File: src/rtl/result_display_pkg.sv
// Shared types and 7-segment encodings for the result display stage.
package result_display_pkg;

  typedef enum logic [1:0] {
    IDLE,
    CONVERT,
    SHOW
  } state_e;

  localparam logic [6:0] SEG_0     = 7'h3F;
  localparam logic [6:0] SEG_1     = 7'h06;
  localparam logic [6:0] SEG_2     = 7'h5B;
  localparam logic [6:0] SEG_3     = 7'h4F;
  localparam logic [6:0] SEG_4     = 7'h66;
  localparam logic [6:0] SEG_5     = 7'h6D;
  localparam logic [6:0] SEG_6     = 7'h7D;
  localparam logic [6:0] SEG_7     = 7'h07;
  localparam logic [6:0] SEG_8     = 7'h7F;
  localparam logic [6:0] SEG_9     = 7'h6F;
  localparam logic [6:0] SEG_MINUS = 7'h40;
  localparam logic [6:0] SEG_BLANK = 7'h00;

  function automatic logic [6:0] digit_to_seg(input logic [3:0] d);
    logic [6:0] s;
    case (d)
      4'd0:    s = SEG_0;
      4'd1:    s = SEG_1;
      4'd2:    s = SEG_2;
      4'd3:    s = SEG_3;
      4'd4:    s = SEG_4;
      4'd5:    s = SEG_5;
      4'd6:    s = SEG_6;
      4'd7:    s = SEG_7;
      4'd8:    s = SEG_8;
      4'd9:    s = SEG_9;
      default: s = SEG_BLANK;
    endcase
    return s;
  endfunction

endpackage

File: src/rtl/result_display_bin2bcd.sv
// Sequential double-dabble: one shift per cycle, done pulses after
// the last shift with bcd holding the final value.
module bin2bcd_seq #(
  parameter int WIDTH  = 8,
  parameter int DIGITS = 3
) (
  input  logic                  clk,
  input  logic                  rst,
  input  logic                  start,
  input  logic [WIDTH-1:0]      bin,
  output logic                  done,
  output logic [4*DIGITS-1:0]   bcd
);

  localparam int CW = $clog2(WIDTH + 1);

  logic [WIDTH-1:0]    sh_q, sh_d;
  logic [4*DIGITS-1:0] bcd_q, bcd_d, adj;
  logic [CW-1:0]       cnt_q, cnt_d;
  logic                done_q, done_d;

  always_comb begin
    adj = bcd_q;
    for (int i = 0; i < DIGITS; i++) begin
      if (bcd_q[4*i+:4] >= 4'd5) adj[4*i+:4] = bcd_q[4*i+:4] + 4'd3;
    end
    sh_d   = sh_q;
    bcd_d  = bcd_q;
    cnt_d  = cnt_q;
    done_d = 1'b0;
    if (start) begin
      sh_d  = bin;
      bcd_d = '0;
      cnt_d = CW'(WIDTH);
    end else if (cnt_q != '0) begin
      bcd_d  = {adj[4*DIGITS-2:0], sh_q[WIDTH-1]};
      sh_d   = sh_q << 1;
      cnt_d  = cnt_q - CW'(1);
      done_d = (cnt_q == CW'(1));
    end
  end

  always_ff @(posedge clk or posedge rst) begin
    if (rst) begin
      sh_q   <= '0;
      bcd_q  <= '0;
      cnt_q  <= '0;
      done_q <= 1'b0;
    end else begin
      sh_q   <= sh_d;
      bcd_q  <= bcd_d;
      cnt_q  <= cnt_d;
      done_q <= done_d;
    end
  end

  assign done = done_q;
  assign bcd  = bcd_q;

endmodule

File: src/rtl/result_display.sv
// Converts a signed-magnitude result to BCD and cycles its symbols
// on one 7-segment digit with a dwell/gap cadence.
module result_display
  import result_display_pkg::*;
#(
  parameter int WIDTH  = 8,
  parameter int DIGITS = 3,
  parameter int DWELL  = 10_000_000,
  parameter int GAP    = 2_000_000
) (
  input  logic             clk,
  input  logic             rst,
  input  logic             valid_i,
  input  logic [WIDTH-1:0] data_i,
  input  logic             neg_i,
  output logic             ready_o,
  output logic [6:0]       segments_o,
  output logic             dp_o,
  output logic             busy_o
);

  localparam int M1   = (DWELL > GAP) ? DWELL : GAP;
  localparam int MAXC = (M1 > WIDTH) ? M1 : WIDTH;
  localparam int CW   = $clog2(MAXC + 1);
  localparam int NSYM = DIGITS + 1;
  localparam int LW   = $clog2(NSYM + 1);

  state_e             state_q, state_d;
  logic [CW-1:0]      cnt_q, cnt_d;
  logic [LW-1:0]      idx_q, idx_d, len_q, len_d, len_c, idx_n;
  logic [NSYM*7-1:0]  sym_q, sym_d, sym_c;
  logic               gap_q, gap_d, run_q, run_d, neg_q, neg_d;
  logic [6:0]         seg_q, seg_d;
  logic               dp_q, dp_d;
  logic               accept, conv_done;
  logic [4*DIGITS-1:0] bcd;

  assign accept = valid_i && ready_o;

  bin2bcd_seq #(.WIDTH(WIDTH), .DIGITS(DIGITS)) u_bcd (
    .clk   (clk),
    .rst   (rst),
    .start (accept),
    .bin   (data_i),
    .done  (conv_done),
    .bcd   (bcd)
  );

  // Symbols are shifted in from the bottom, so the first one to show
  // sits at index len-1 and the last (dp) symbol at index 0.
  always_comb begin
    logic started;
    started = 1'b0;
    sym_c   = '0;
    len_c   = '0;
    if (neg_q) begin
      sym_c = {sym_c[NSYM*7-8:0], SEG_MINUS};
      len_c = len_c + LW'(1);
    end
    for (int i = DIGITS - 1; i >= 0; i--) begin
      if (bcd[4*i+:4] != 4'd0 || started || i == 0) begin
        started = 1'b1;
        sym_c   = {sym_c[NSYM*7-8:0], digit_to_seg(bcd[4*i+:4])};
        len_c   = len_c + LW'(1);
      end
    end
  end

  always_comb begin
    state_d = state_q;
    cnt_d   = cnt_q;
    idx_d   = idx_q;
    len_d   = len_q;
    sym_d   = sym_q;
    gap_d   = gap_q;
    run_d   = run_q;
    neg_d   = neg_q;
    seg_d   = seg_q;
    dp_d    = dp_q;
    idx_n   = (idx_q == '0) ? len_q - LW'(1) : idx_q - LW'(1);
    if (accept) begin
      state_d = CONVERT;
      cnt_d   = CW'(WIDTH - 1);
      neg_d   = neg_i;
      run_d   = 1'b0;
      seg_d   = SEG_BLANK;
      dp_d    = 1'b0;
    end else begin
      unique case (state_q)
        IDLE: ;
        CONVERT: begin
          if (cnt_q == '0) state_d = SHOW;
          else             cnt_d   = cnt_q - CW'(1);
        end
        SHOW: begin
          if (conv_done) begin
            sym_d = sym_c;
            len_d = len_c;
            idx_d = len_c - LW'(1);
            seg_d = sym_c[(int'(len_c) - 1)*7+:7];
            dp_d  = (len_c == LW'(1));
            cnt_d = CW'(DWELL - 1);
            gap_d = 1'b0;
            run_d = 1'b1;
          end else if (run_q) begin
            if (cnt_q != '0) begin
              cnt_d = cnt_q - CW'(1);
            end else if (!gap_q) begin
              gap_d = 1'b1;
              cnt_d = CW'(GAP - 1);
              seg_d = SEG_BLANK;
              dp_d  = 1'b0;
            end else begin
              gap_d = 1'b0;
              cnt_d = CW'(DWELL - 1);
              idx_d = idx_n;
              seg_d = sym_q[int'(idx_n)*7+:7];
              dp_d  = (idx_n == '0);
            end
          end
        end
        default: state_d = IDLE;
      endcase
    end
  end

  always_ff @(posedge clk or posedge rst) begin
    if (rst) begin
      state_q <= IDLE;
      cnt_q   <= '0;
      idx_q   <= '0;
      len_q   <= '0;
      sym_q   <= '0;
      gap_q   <= 1'b0;
      run_q   <= 1'b0;
      neg_q   <= 1'b0;
      seg_q   <= SEG_BLANK;
      dp_q    <= 1'b0;
    end else begin
      state_q <= state_d;
      cnt_q   <= cnt_d;
      idx_q   <= idx_d;
      len_q   <= len_d;
      sym_q   <= sym_d;
      gap_q   <= gap_d;
      run_q   <= run_d;
      neg_q   <= neg_d;
      seg_q   <= seg_d;
      dp_q    <= dp_d;
    end
  end

  assign ready_o    = (state_q != CONVERT);
  assign busy_o     = (state_q == CONVERT);
  assign segments_o = seg_q;
  assign dp_o       = dp_q;

endmodule

File: config.mk
export PLATFORM = sky130hd
export DESIGN_NAME = result_display
export DESIGN_NICKNAME = d
export VERILOG_FILES = /design/src/rtl/result_display_pkg.sv /design/src/rtl/result_display_bin2bcd.sv /design/src/rtl/result_display.sv
export SDC_FILE = /design/constraint.sdc
export NUM_CORES = 1
export LEC_CHECK = 0
export CORE_ASPECT_RATIO = 0.6
export CORE_UTILIZATION = 55
export CTS_CLUSTER_DIAMETER = 50
export DETAILED_ROUTE_END_ITERATION = 8
export GPL_ROUTABILITY_DRIVEN = 0
export GPL_TIMING_DRIVEN = 1
export PLACE_DENSITY = 0.73
export SETUP_SLACK_MARGIN = 0.1
export SLEW_MARGIN = 40
export SYNTH_ARGS = -nofsm -noshare
export SYNTH_HDL_FRONTEND = slang
export SYNTH_SLANG_ARGS = --single-unit
File: constraint.sdc
create_clock -name clk -period 11.15 [get_ports clk]
set_input_delay 2.23 -clock clk [delete_from_list [all_inputs] [get_ports clk]]
set_output_delay 2.23 -clock clk [all_outputs]
set_load 0.02 [all_outputs]
==> ci_impl_report.md <==
### Flow metrics

| Metric | Value |
|---|---|
| Seq area share | `30.8%` |
| # DRC | `7` |
| Combinational Area | `4100 um^2` |
| Combinational Power Share | `63.4%` |
| DR WL/cell | `20.7 um` |
| Critical Path Start Type | `register` |
| Minimum clock period | `7810 ps` |
| Status | `complete, but fails checks` |
| Clock skew | `9.40 ps` |
| Dpl ws | `3280 ps` |
| Iteration count of the initial detailed-routing pass | `9` |
| Non-clk invs | `31` |
| Yosys reg bits | `89` |
| Lkg Pwr | `0.00298 uW` |
| Dominant Register Cell | `dfrtp_1` |
| Yosys top cell area share | `33.6%` |
| CP max-delay cell | `fa_2` |
| Num CTS Buffers | `9` |
| Most numerous logic cells after layout | `92 x nand2_1, 89 x dfrtp_1, 76 x nor2_1, 71 x a21oi_1, 42 x o21ai_0` |
| Multiplexer share | `5.06%` |
| Core area | `11500 um^2` |
| Clock group | `342 uW` |
| Post-synth EDFFs | `0` |
| Num Clock Sinks | `89` |
| Synth area leader | `dfrtp_1` |
| Yosys synthesis warning count | `0` |
| RR Endpoint | `segments_o[0]$_DFFE_PP0P_` |
| # Post-CTS Setup Buffers | `0` |
| Post-Route Utilization | `62.7%` |
| Worst hold margin | `488 ps` |
| Register share after synthesis | `33.6%` |
| Tool Warnings | `47` |
| Initial Util | `57.5%` |
| Sw Ratio | `53.0%` |
| Full die area | `12500 um^2` |
| Met1 Wirelength | `8710 um` |
| Async set-reset flop share out of synthesis | `100%` |
| Dominant logic cell type in the layout | `nand2_1` |
| Adder-Cell Fraction of Synth Area | `6.34%` |
| Mean post-synth cell area | `8.26 um^2` |
| Synthesis area per yosys | `6630 um^2` |
| Worst R2R Setup Slack | `3340 ps` |
| Yosys xor share | `1.32%` |
| Failing checks | `design-rule violations` |
| Crit Reg-Reg Startpoint | `u_bcd.bcd[9]$_DFFE_PP0P_` |
drive_strength.png
Scale: 3 px per um.
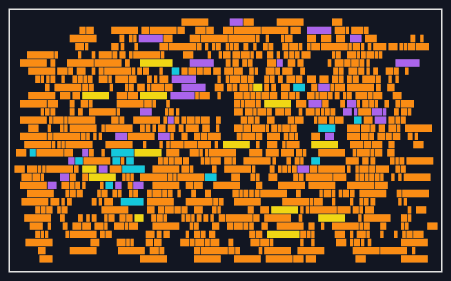
[yellow] drive 6 and up | cells: 14
[orange] drive 1 or less | cells: 734
[purple] drive 2 | cells: 31
[cyan] drive 3 to 4 | cells: 14
final worst slack: 3340 ps
area growth from synthesis to layout: 9.10%
Buffers excl. clock: 27
Final Cell Area: 7230 um^2

met3.png
Scale: 2 px per um.
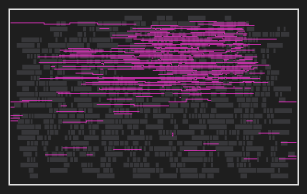
wire length on this layer: 3050 um
main direction: horizontal
final WL: 19700 um
met3 track demand over resource: 15.8%
vias: 6399

final_placement.png
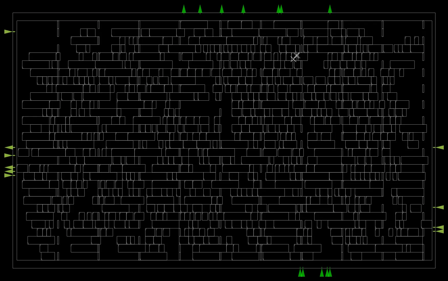
final instance count without filler cells: 953
sequential cells: 89

Power figures rest on the tool's default switching activity, not on a simulated workload.
